==> src/rtl/fp_decoder_pkg.sv <==
// Shared definitions for the float-to-linear decoder.
// Holds the default field widths, the bit positions of the fields inside
// the 8-bit float code, and the 2-bit state encoding of the shift FSM.
package fpcvt_pkg;

  localparam int EXP_W  = 3;
  localparam int SIG_W  = 4;
  localparam int OUT_W  = 12;
  localparam int CODE_W = 1 + EXP_W + SIG_W;

  // Field positions inside the code {sign, exp, sig}
  localparam int SIGN_BIT = EXP_W + SIG_W;
  localparam int EXP_MSB  = EXP_W + SIG_W - 1;
  localparam int EXP_LSB  = SIG_W;
  localparam int SIG_MSB  = SIG_W - 1;
  localparam int SIG_LSB  = 0;

  typedef enum logic [1:0] {
    ST_IDLE  = 2'd0,
    ST_SHIFT = 2'd1,
    ST_DONE  = 2'd2
  } state_e;

endpackage : fpcvt_pkg

==> src/rtl/fp_decoder_if.sv <==
// Stream interface of the float-to-linear decoder.
// Input side : in (float code), in_valid, in_ready.
// Output side: out (linear two's-complement value), out_valid, out_ready.
// master = producer/consumer environment, slave = the decoder.
interface fp_decoder_if
  import fpcvt_pkg::*;
#(
  parameter int P_EXP_W = EXP_W,
  parameter int P_SIG_W = SIG_W,
  parameter int P_OUT_W = OUT_W
);

  logic [P_EXP_W+P_SIG_W:0] in;
  logic                     in_valid;
  logic                     in_ready;
  logic [P_OUT_W-1:0]       out;
  logic                     out_valid;
  logic                     out_ready;

  modport master (
    output in,
    output in_valid,
    input  in_ready,
    input  out,
    input  out_valid,
    output out_ready
  );

  modport slave (
    input  in,
    input  in_valid,
    output in_ready,
    output out,
    output out_valid,
    input  out_ready
  );

endinterface : fp_decoder_if

==> src/rtl/fp_decoder_sm_to_tc.sv <==
// Combinational sign-magnitude to two's-complement conversion.
// Ports: sign   - 1 means negative
//        mag    - unsigned magnitude, OUT_W-1 bits
//        tc     - OUT_W-bit two's-complement result
// A zero magnitude always gives 0, so a negative zero never shows up as
// the most negative code.
module sm_to_tc
  import fpcvt_pkg::*;
#(
  parameter int P_OUT_W = OUT_W
) (
  input  logic               sign,
  input  logic [P_OUT_W-2:0] mag,
  output logic [P_OUT_W-1:0] tc
);

  logic [P_OUT_W-1:0] mag_ext_s;

  assign mag_ext_s = {1'b0, mag};

  // Negate via invert-plus-one; zero magnitude forced to zero explicitly
  always_comb begin
    tc = {P_OUT_W{1'b0}};
    if (mag == {(P_OUT_W-1){1'b0}}) begin
      tc = {P_OUT_W{1'b0}};
    end else if (sign) begin
      tc = (~mag_ext_s) + {{(P_OUT_W-1){1'b0}}, 1'b1};
    end else begin
      tc = mag_ext_s;
    end
  end

endmodule : sm_to_tc

==> src/rtl/fp_decoder.sv <==
// Float-to-linear decoder.
// Converts an 8-bit float code {sign, exp, sig} into an OUT_W-bit
// two's-complement value (sig << exp, negated when sign is set) using a
// one-bit-per-cycle shifter.
// Ports: clk   - rising-edge clock
//        rst_n - asynchronous active-low reset
//        bus   - fp_decoder_if.slave: in/in_valid/in_ready on the input side,
//                out/out_valid/out_ready on the output side
// Timing: a code accepted in cycle k yields out_valid in cycle k+exp+2.
// All outputs come straight from registers, so there is no combinational
// path from the input side to the output side or from out_ready to in_ready.
module fp_decoder
  import fpcvt_pkg::*;
#(
  parameter int P_EXP_W = EXP_W,
  parameter int P_SIG_W = SIG_W,
  parameter int P_OUT_W = OUT_W
) (
  input  logic         clk,
  input  logic         rst_n,
  fp_decoder_if.slave  bus
);

  localparam int L_SIGN_BIT = P_EXP_W + P_SIG_W;
  localparam int L_EXP_LSB  = P_SIG_W;
  localparam int L_MAG_W    = P_OUT_W - 1;

  // Largest shift must never push a set bit out of the magnitude register
  if (P_OUT_W < P_SIG_W + (1 << P_EXP_W)) begin : g_width_check
    $error("fp_decoder: OUT_W too small for SIG_W and EXP_W");
  end

  state_e               state_r;
  logic                 sign_r;
  logic [P_EXP_W-1:0]   cnt_r;
  logic [L_MAG_W-1:0]   mag_r;
  logic [P_OUT_W-1:0]   out_r;
  logic                 out_valid_r;
  logic                 in_ready_r;
  logic [P_OUT_W-1:0]   tc_s;

  sm_to_tc #(
    .P_OUT_W (P_OUT_W)
  ) u_sm_to_tc (
    .sign (sign_r),
    .mag  (mag_r),
    .tc   (tc_s)
  );

  assign bus.in_ready  = in_ready_r;
  assign bus.out       = out_r;
  assign bus.out_valid = out_valid_r;

  // Control FSM, shifter datapath and registered handshake outputs
  always_ff @(posedge clk or negedge rst_n) begin
    if (!rst_n) begin
      state_r     <= ST_IDLE;
      sign_r      <= 1'b0;
      cnt_r       <= {P_EXP_W{1'b0}};
      mag_r       <= {L_MAG_W{1'b0}};
      out_r       <= {P_OUT_W{1'b0}};
      out_valid_r <= 1'b0;
      in_ready_r  <= 1'b1;
    end else begin
      case (state_r)
        ST_IDLE: begin
          // in_ready_r is always 1 here, so in_valid alone is the handshake
          if (bus.in_valid) begin
            sign_r     <= bus.in[L_SIGN_BIT];
            cnt_r      <= bus.in[L_SIGN_BIT-1:L_EXP_LSB];
            mag_r      <= {{(L_MAG_W-P_SIG_W){1'b0}}, bus.in[P_SIG_W-1:0]};
            in_ready_r <= 1'b0;
            state_r    <= ST_SHIFT;
          end else begin
            in_ready_r <= 1'b1;
          end
        end
        ST_SHIFT: begin
          // sig=0 still walks through all exp steps to keep latency fixed
          if (cnt_r != {P_EXP_W{1'b0}}) begin
            mag_r <= {mag_r[L_MAG_W-2:0], 1'b0};
            cnt_r <= cnt_r - {{(P_EXP_W-1){1'b0}}, 1'b1};
          end else begin
            out_r       <= tc_s;
            out_valid_r <= 1'b1;
            state_r     <= ST_DONE;
          end
        end
        ST_DONE: begin
          // out is left untouched after the handshake; only out_valid drops
          if (bus.out_ready) begin
            out_valid_r <= 1'b0;
            in_ready_r  <= 1'b1;
            state_r     <= ST_IDLE;
          end else begin
            out_valid_r <= 1'b1;
          end
        end
        default: begin
          out_valid_r <= 1'b0;
          in_ready_r  <= 1'b1;
          state_r     <= ST_IDLE;
        end
      endcase
    end
  end

endmodule : fp_decoder

==> src/flat_wrapper.sv <==
// flat-port wrapper written by rule: the top's interface ports become plain ports
module fp_decoder_flat import fpcvt_pkg::*;
#(
  parameter int P_EXP_W = EXP_W,
  parameter int P_SIG_W = SIG_W,
  parameter int P_OUT_W = OUT_W
)
  (clk, rst_n, bus_in, bus_in_valid, bus_in_ready, bus_out, bus_out_valid, bus_out_ready);
  fp_decoder_if #(.P_EXP_W(P_EXP_W), .P_SIG_W(P_SIG_W), .P_OUT_W(P_OUT_W)) bus_i ();
  input  logic clk;
  input  logic rst_n;
  input wire logic [$bits(bus_i.in)-1:0] bus_in;
  input wire logic [$bits(bus_i.in_valid)-1:0] bus_in_valid;
  output wire logic [$bits(bus_i.in_ready)-1:0] bus_in_ready;
  output wire logic [$bits(bus_i.out)-1:0] bus_out;
  output wire logic [$bits(bus_i.out_valid)-1:0] bus_out_valid;
  input wire logic [$bits(bus_i.out_ready)-1:0] bus_out_ready;
  assign bus_i.in = bus_in;
  assign bus_i.in_valid = bus_in_valid;
  assign bus_in_ready = bus_i.in_ready;
  assign bus_out = bus_i.out;
  assign bus_out_valid = bus_i.out_valid;
  assign bus_i.out_ready = bus_out_ready;
  fp_decoder #(.P_EXP_W(P_EXP_W), .P_SIG_W(P_SIG_W), .P_OUT_W(P_OUT_W)) u_core (.clk(clk), .rst_n(rst_n), .bus(bus_i));
endmodule
==> config.mk <==
export PLATFORM = sky130hd
export DESIGN_NAME = fp_decoder_flat
export DESIGN_NICKNAME = d
export VERILOG_FILES = /design/src/rtl/fp_decoder_pkg.sv /design/src/rtl/fp_decoder_if.sv /design/src/rtl/fp_decoder_sm_to_tc.sv /design/src/rtl/fp_decoder.sv /design/src/flat_wrapper.sv
export SDC_FILE = /design/constraint.sdc
export NUM_CORES = 1
export LEC_CHECK = 0
export ABC_CLOCK_PERIOD_IN_PS = 2300
export CORE_ASPECT_RATIO = 0.75
export CORE_UTILIZATION = 53
export DETAILED_ROUTE_END_ITERATION = 12
export PLACE_DENSITY = 0.87
export SLEW_MARGIN = 20
export SYNTH_ARGS = -nofsm -noshare
export SYNTH_HDL_FRONTEND = slang
export SYNTH_SLANG_ARGS = --single-unit
==> constraint.sdc <==
create_clock -name clk -period 2.3 [get_ports clk]
set_input_delay 0.345 -clock clk [delete_from_list [all_inputs] [get_ports clk]]
set_output_delay 0.345 -clock clk [all_outputs]
set_load 0.02 [all_outputs]
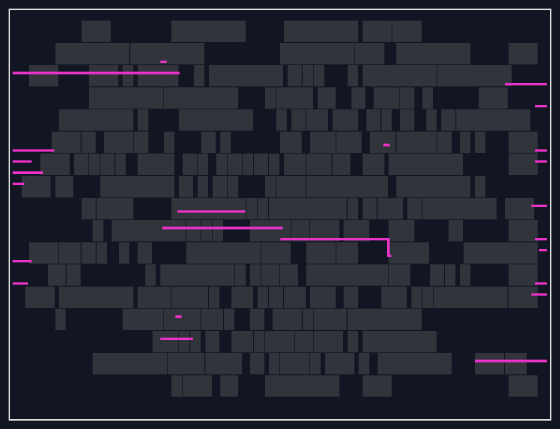
Run 1: signal wires on met3
share of all routed wire: 3.0%
main direction: horizontal
longest straight run: 20.2 µm
wire length on this layer: 101 µm
nets with wire on the layer: 19

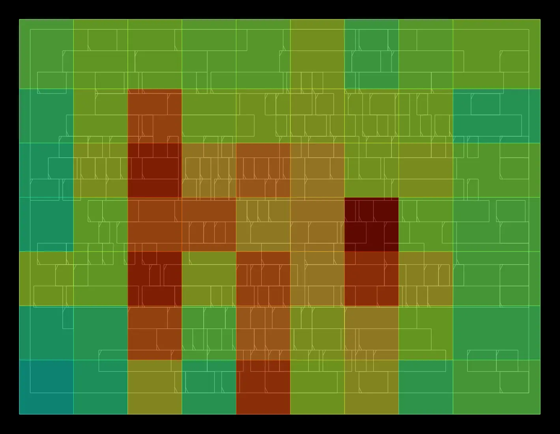
Run 1: routing congestion map
global-route track usage on met1: 28.0%
Tot GR Track Use: 23.1%

==> flow_summary.rst, run 1 <==
Implementation results
======================

.. list-table::
   :header-rows: 1

   * - Metric
     - Value
   * - Distinct lib cells
     - 36
   * - Destination of the worst register-to-register timing path
     - u_core.bus.out[1]
   * - Number of maximum-capacitance constraint violations
     - 0
   * - Number of fill cells
     - about 220
   * - Number of DRC markers in iteration 0
     - 66
   * - Pin count of the biggest net entering global routing
     - 32
   * - Worst Path Arrival
     - 2080 ps
   * - Global-route wire length before repair
     - ~5500 µm
   * - Element type at the critical path end
     - flip-flop
   * - Hold violation count in the final report
     - 0
   * - RSZ-0062 raised after global routing
     - no
   * - Final design area excluding fillers
     - 0.00200 mm²
   * - HPWL Detailed
     - 2470 µm
   * - Status
     - finished, final reports clean
   * - Area of the core region
     - 0.00294 mm²
   * - Switching Fraction
     - between 40 and 50%
   * - Wire length per cell
     - between 10 and 15 µm
   * - Combinational Power Share
     - 51.7%
   * - Required @ worst endpoint
     - around 2400 ps
   * - PortBufs
     - 25
   * - Instance tally after logic synthesis
     - about 170
   * - Synthesis-stage register bit count
     - 31
   * - Storage cell area
     - 777 µm²
   * - Antenna violations before repair
     - 0
   * - Area of the chip
     - ~0.0033 mm²
   * - Total negative slack
     - 0 ps
   * - Share of layout cells above drive strength 1
     - under 10%
   * - Final number of max-transition violations
     - 0
   * - Final antenna-violating net count
     - 0
   * - Share of power burned in registers
     - 33.8%
   * - Fraction of the yosys area taken by sequential cells
     - between 40% and 50%
   * - Antenna diode instance count
     - 0
   * - Last weighted congestion value of the routability-driven placer
     - 0.852
   * - Number of DRC violations after detailed routing
     - 0
   * - Commonest cells post-synth
     - 37 x nand2_1, 30 x dfrtp_1, 26 x o21ai_0
   * - Average size of a mapped cell
     - 9.61 µm²
   * - Number of sinks on the clock net
     - 31
   * - Total via count in the routed design
     - around 1300
   * - Initial Util
     - between 50% and 60%
   * - Sum of routed wire length over all layers
     - ~3300 µm
   * - Clock transition at path regs
     - 70 ps
   * - # setup viols final
     - 0
   * - CTS tree
     - done
   * - Path depth of the worst reg2reg path
     - 3
   * - Clk ins delay skew pair
     - between 200 and 300 ps
   * - Placed Instance Area
     - 0.00192 mm²
   * - Layout overhead on the synthesized area
     - 21.6%
   * - Count of pins on the block boundary
     - 26
   * - Horiz. Die Dim
     - roughly 66 µm
   * - YS warnings
     - 0
   * - EDFF count, synth
     - 0
   * - Total clock buffers created by CTS
     - 5
   * - Final Skew
     - approximately 10 ps
   * - Worst Path Max Fanout
     - 7
   * - Cell count listed in synth_stat.txt
     - approximately 170
   * - Die Y-Extent
     - around 50 µm
   * - Synth top cell by count
     - nand2_1
   * - Slew @ Worst Pin
     - 509 ps
   * - Area share of the largest cell type after synthesis
     - 45.7%
   * - Post-Synthesis Net Count
     - 190
   * - Synth Flop Type
     - dfrtp_1
   * - Max-slew headroom at the worst pin
     - 66.0%
   * - Critical path class
     - reg -> reg
   * - Count of TritonRoute iterations in the first routing pass
     - 4
   * - Chip area line of the yosys report
     - between 0.0015 and 0.002 mm²
   * - Clock root buffer
     - clkbuf_8
   * - Clk network pwr share
     - ~14%
   * - Proportion of register bits with asynchronous set or reset after synthesis
     - 100%
   * - Top area cell types
     - dfrtp_1 46%, nand2_1 8.4%, o21ai_0 7.9%
   * - Total gr overflow
     - 0
   * - P_int
     - 1600 µW
   * - Netlist Area Pre-Place
     - 0.00164 mm²
   * - Largest vdd supply drop
     - ~0.66 mV
   * - Worst reg2reg startpoint
     - u_core.mag_r[5]
   * - Switching component of the power
     - roughly 1200 µW
   * - Period minus WS final
     - 1940 ps
   * - Logic area
     - roughly 800 µm²
   * - Post-cts hold buffer count
     - 0
   * - Vias in the first global route
     - roughly 1200
   * - Post-DR vias/cell
     - 5.39
   * - Power density over the cells
     - roughly 1400 mW/mm²
   * - Post-CTS setup buffer count
     - 0
   * - Final critical-path share of the clock period
     - a little over four fifths
   * - Static leakage power
     - 0.000907 µW
   * - Number of gates resized after CTS
     - 0
   * - Worst min path class
     - in -> async
   * - Crit path launch type
     - flip-flop
   * - Buffers from clock root to sink, at most
     - 2
   * - Tool warnings
     - 30
   * - Site Rows
     - 17
   * - Maximum frequency from static timing analysis
     - just over 500 MHz
   * - Reg2Reg Setup Slack
     - ~360 ps
   * - Deepest level of the CTS H-tree
     - 2
   * - Leading area contributor after synthesis
     - dfrtp_1
   * - Final nets
     - 216
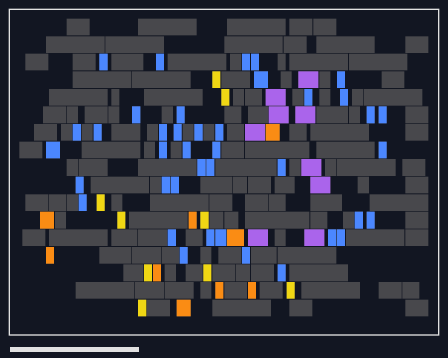
Run 1: gate families picked out
The bar under the picture is 20 µm long.
legend:
  blue:
    family: nand cells
    cells: 40
  purple:
    family: xor and xnor cells
    cells: 9
  yellow:
    family: inv cells
    cells: 9
  orange:
    family: nor cells
    cells: 9

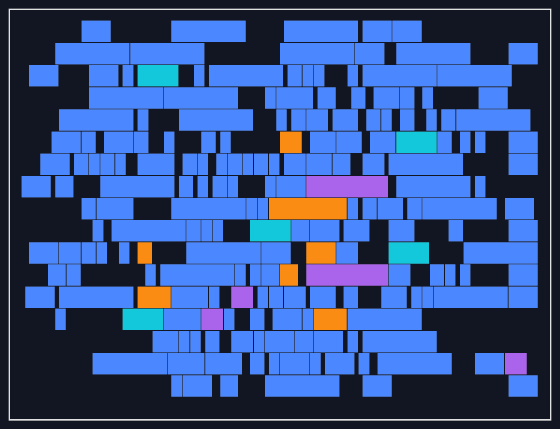
Run 1: cells by drive strength
legend:
  orange:
    size: _2 cells
    cells: 7
    most_used: mux2_2
  blue:
    size: _0 and _1 cells
    cells: 181
    most_used: nand2_1
  cyan:
    size: _6 and larger
    cells: 5
    most_used: clkbuf_8
  purple:
    size: _3 and _4 cells
    cells: 5
    most_used: buf_4

[run 1: per-layer routing]
layer  track usage [%]  up-vias  share of wire (%)
met2              38.8       25                 48
met3              5.45        8                3.0
met4              10.6        0                1.8
met1              28.0      604                 47
met5                 0        -                  0
li1                  -      634                  -
[run 1: cell type report]
class,instances,area share (%)
sequential,31,38.9
clock inverter,1,0.250
multi-input combinational,122,39.4
tap,38,2.38
timing repair buffer,28,13.6
inverter,9,1.69
clock buffer,7,3.82
[run 1: power groups by stage]
stage,clock network (µW),logic (µW),registers (µW)
6_report,409,1460,955
5_1_grt,441,1620,981
4_1_cts,412,1470,953
3_5_place_dp,0,1460,961
3_3_place_gp,0,1390,935
2_1_floorplan,0,995,1010
[run 1: metrics by stage]
stage	cells	power [µW]	util (%)	setup slack, ps	hold slack, ps
final	236	2820	68.1	363	436
after floorplan	171	2000	-	437	49.4
after detailed placement	228	2420	65.3	371	470
after global routing	236	3040	68.1	222	496
after global placement	228	2320	65.3	439	461
after CTS	236	2830	68.1	364	459
[run 1: worst max-delay path, cell delays in order, from the launching register on]
cell	delay [ps]
dfrtp_1	430
or4_1	690
o41ai_4	500
o21ai_0	170
[run 1: state kept, by name (all words and copies together) (netlist names)]
signal and flops:
u_core.mag_r 11, u_core.state_r 2, u_core.cnt_r 3, u_core.sign_r 1
u_core.bus.in_ready 1, u_core.bus.out 12, u_core.bus.out_valid 1
[run 1: kinds of logic after synthesis]
group                      share of synthesized area (%)
buffers and inverters                               4.87
adders and majority gates                           5.33
and+or+nand+nor                                     14.5
AOI/OAI and AO/OA                                   18.2
xor gates and xnor gates                            4.79
muxes                                               5.02
DFF                                                 47.3
[run 1: placed cells by master (no fill, tap or decap), drive strengths merged, types with 2 or more instances in the layout]
master and count:
inv 9, xor2 8, mux2 2, clkdlybuf4s50 25
nor2 5, o31ai 4, dfrtp 30, nand2b 2
o41ai 3, ha 7, a21oi 2, or3 2
mux2i 6, buf 3, clkbuf 7, nor2b 3
o21ai 28, nand2 37
[run 1: worst max-delay path by stage]
stage,from,end,depth (start not counted)
after CTS,u_core.mag_r[5],u_core.bus.out[1],3
final,u_core.mag_r[5],u_core.bus.out[1],3
after floorplan,u_core.state_r[1],u_core.mag_r[2],9
after global routing,u_core.state_r[1],u_core.bus.out[2],6
after detailed placement,u_core.mag_r[5],u_core.bus.out[1],3
after global placement,u_core.mag_r[5],u_core.bus.out[1],3
==> inputs of run 2 (changes only) <==
--- a/config.mk
+++ b/config.mk
@@ -5,7 +5,7 @@
 export SDC_FILE = /design/constraint.sdc
 export NUM_CORES = 1
 export LEC_CHECK = 0
-export ABC_CLOCK_PERIOD_IN_PS = 2300
+export ABC_CLOCK_PERIOD_IN_PS = 1800
 export CORE_ASPECT_RATIO = 0.75
 export CORE_UTILIZATION = 53
 export DETAILED_ROUTE_END_ITERATION = 12
==> constraint.sdc (replaced) <==
create_clock -name clk -period 1.8 [get_ports clk]
set_input_delay 0.27 -clock clk [delete_from_list [all_inputs] [get_ports clk]]
set_output_delay 0.27 -clock clk [all_outputs]
set_load 0.02 [all_outputs]
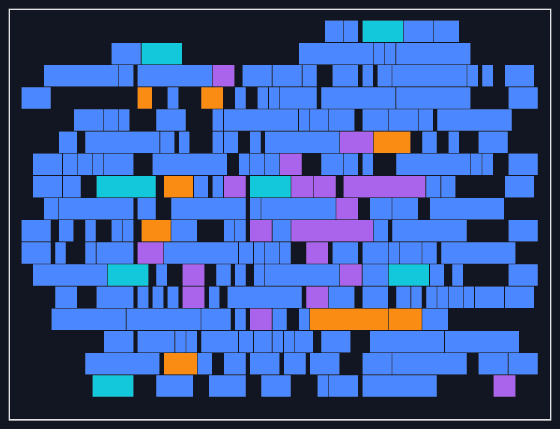
Run 2: cells by drive strength
legend:
  cyan:
    size: _6 and larger
    cells: 7
    most_used: clkbuf_8
  blue:
    size: _0 and _1 cells
    cells: 177
    most_used: nand2_1
  orange:
    size: _2 cells
    cells: 8
    most_used: mux2_2
  purple:
    size: _3 and _4 cells
    cells: 18
    most_used: buf_4

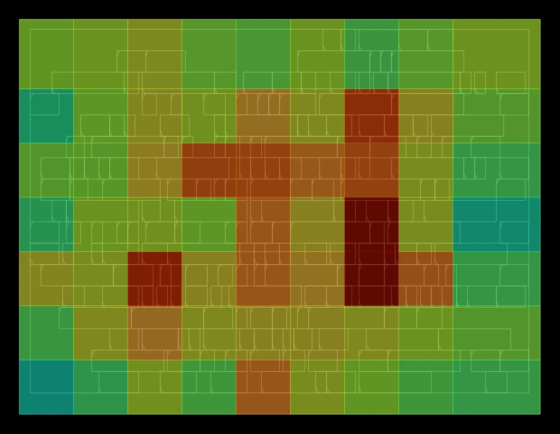
Run 2: routing congestion map
grt met2 use: 38.8%
post-layout util: 72.5%
Tot GR Track Use: 25.5%

==> flow_summary.rst, run 2 <==
Implementation results
======================

.. list-table::
   :header-rows: 1

   * - Metric
     - Value
   * - Share of layout cells above drive strength 1
     - 15.7% (+7.1 points)
   * - Post-layout power
     - 3920 µW (+39%)
   * - Count of TritonRoute iterations in the first routing pass
     - 7 (+3)
   * - Maximum frequency from static timing analysis
     - 586 MHz (+14%)
   * - Clock transition at path regs
     - 70 ps (about the same)
   * - Worst min path class
     - in -> async
   * - Initial Util
     - 56.0% (unchanged)
   * - Area of the core region
     - 0.00294 mm² (unchanged)
   * - Max incr delay on CP
     - 600 ps (-90 ps)
   * - Synth top cell by count
     - nand2_1
   * - Total buffers and inverters traversed by the critical path
     - 0 (unchanged)
   * - Largest register FFs
     - 12 (unchanged)
   * - Proportion of register bits with asynchronous set or reset after synthesis
     - 100% (unchanged)
   * - Die Y-Extent
     - 50.2 µm (unchanged)
   * - Total gr overflow
     - 0 (unchanged)
   * - Cells along the critical path
     - or4_4 > o41ai_4 > xor2_1 > a22oi_1
   * - Post-DR vias/cell
     - 5.48 (+1.7%)
   * - Crit path launch type
     - flip-flop
   * - Number of DRC violations after detailed routing
     - 0 (unchanged)
   * - Sum of routed wire length over all layers
     - 3570 µm (+7.3%)
   * - Synth Flop Type
     - dfrtp_1
   * - Last weighted congestion value of the routability-driven placer
     - 0.819 (-3.9%)
   * - Post-Place Cells
     - 238 (+4.4%)
   * - Placed Instance Area
     - 0.00201 mm² (+4.6%)
   * - Buffers from clock root to sink, at most
     - 2 (unchanged)
   * - Synthesis-stage register bit count
     - 31 (unchanged)
   * - Top area cell types
     - dfrtp_1 46%, nand2_1 8.4%, o21ai_0 7.9%
   * - Tool warnings
     - 30 (unchanged)
   * - Status
     - finished, final reports clean
   * - YS warnings
     - 0 (unchanged)
   * - HPWL Detailed
     - 2590 µm (+5.0%)
   * - Max-slew headroom at the worst pin
     - 70.3% (+4.4 points)
   * - CTS tree
     - done
   * - Final Skew
     - 8.12 ps (-1.89 ps)
   * - Hold violation count in the final report
     - 0 (unchanged)
   * - Largest vdd supply drop
     - 1.08 mV (+65%)
   * - Crit path max-delay cell type
     - or4_4
   * - EDFF count, synth
     - 0 (unchanged)
   * - Global-route wire length before repair
     - 5970 µm (+8.1%)
   * - Antenna violations before repair
     - 0 (unchanged)
   * - Critical path class
     - reg -> reg
   * - CP top delay family
     - simple AND/OR/NAND/NOR gates
   * - Final antenna-violating net count
     - 0 (unchanged)
   * - Netlist Area Pre-Place
     - 0.00164 mm² (unchanged)
   * - Clock root buffer
     - clkbuf_8
   * - Number of DRC markers in iteration 0
     - 88 (+33%)
   * - Most common cell after layout, fill and taps aside
     - nand2_1
   * - Worst Path Arrival
     - 1880 ps (-200 ps)
   * - Fraction of the yosys area taken by sequential cells
     - 47.3% (unchanged)
   * - Slew @ Worst Pin
     - 445 ps (-64.0 ps)
   * - Area share of the largest cell type after synthesis
     - 45.7% (unchanged)
   * - Element type at the critical path end
     - flip-flop
   * - Commonest cells post-synth
     - 37 x nand2_1, 30 x dfrtp_1, 26 x o21ai_0
   * - Clk ins delay skew pair
     - 300 ps (about the same)
   * - # setup viols final
     - 0 (unchanged)
   * - Final nets
     - 228 (+5.6%)
   * - Post-cts hold buffer count
     - 0 (unchanged)
   * - Period minus WS final
     - 1710 ps (-231 ps)
   * - Wire length per cell
     - 14.4 µm (+2.1%)
   * - PortBufs
     - 25 (unchanged)
   * - Static leakage power
     - 0.000981 µW (+8.1%)
   * - Chip area line of the yosys report
     - 0.00164 mm² (unchanged)
run 2: cell counts after synthesis:
No cell type changed its count.
run 2: kinds of logic after synthesis:
kind of cell	count (synthesis)	synth area share [%]
fa+ha+maj	7	5.33
buf+inv	18	4.87
xor+xnor	9	4.79
flops	31	47.3
compound gates	44	18.2
mux	8	5.02
simple gates	54	14.5
run 2: cell type report:
class	instances	area (µm²)
inverters	9	33.8
clock inverters	1	5.00
clock buffers	7	86.3
repair buffers	40	375
multi-input cells	122	803
fillers	206	807
well taps	38	47.5
flip-flops and latches	31	777
run 2: final timing paths:
check / start / end / slack [ps] / depth (start not counted)
setup / recovery: u_core.mag_r[6] / u_core.bus.out[9] / 90 / 4
hold / removal: rst_n / u_core.bus.out[6] / 370 / 2
setup reg to reg: u_core.mag_r[6] / u_core.bus.out[9] / 90 / 4
hold reg to reg: u_core.cnt_r[1] / u_core.cnt_r[1] / 480 / 2
max in group asynchronous: rst_n / u_core.bus.in_ready / 1120 / 2
min in group clk: u_core.cnt_r[1] / u_core.cnt_r[1] / 480 / 2
run 2: power breakdown:
part / total [µW] / switching [µW] / internal, µW
Clock: 573 / 265 / 308
Sequential: 1160 / 197 / 963
Combinational: 2190 / 1190 / 1000
run 2: per-layer routing:
layer / routed length, µm / up-vias / GRT usage [%]
li1: - / 658 / -
met1: 1550 / 642 / 32.3
met2: 1770 / 48 / 38.8
met3: 172 / 10 / 9.32
met4: 74 / 0 / 11.7
met5: 0 / - / 0
run 2: through the flow:
| step | hold slack, ps | util [%] | setup slack, ps | TNS (ps) |
|---|---|---|---|---|
| floorplan | -25.6 | - | 11.5 | 0 |
| global placement | 460 | 68.3 | 18.6 | 0 |
| detailed placement | 471 | 68.3 | -84.5 | -365 |
| CTS | 379 | 72.4 | 36.0 | 0 |
| global route | 396 | 72.5 | 4.20 | 0 |
| finish | 365 | 72.5 | 94.5 | 0 |
run 2: timing repair:
item                                   in CTS  in global routing
resized                                     3                  4
buffers inserted                            2                  0
setup endpoints to repair                  11                 11
endpoints found under the hold margin       0                  0
pin swaps                                   1                  0
Power is estimated from default activity; no workload was simulated.
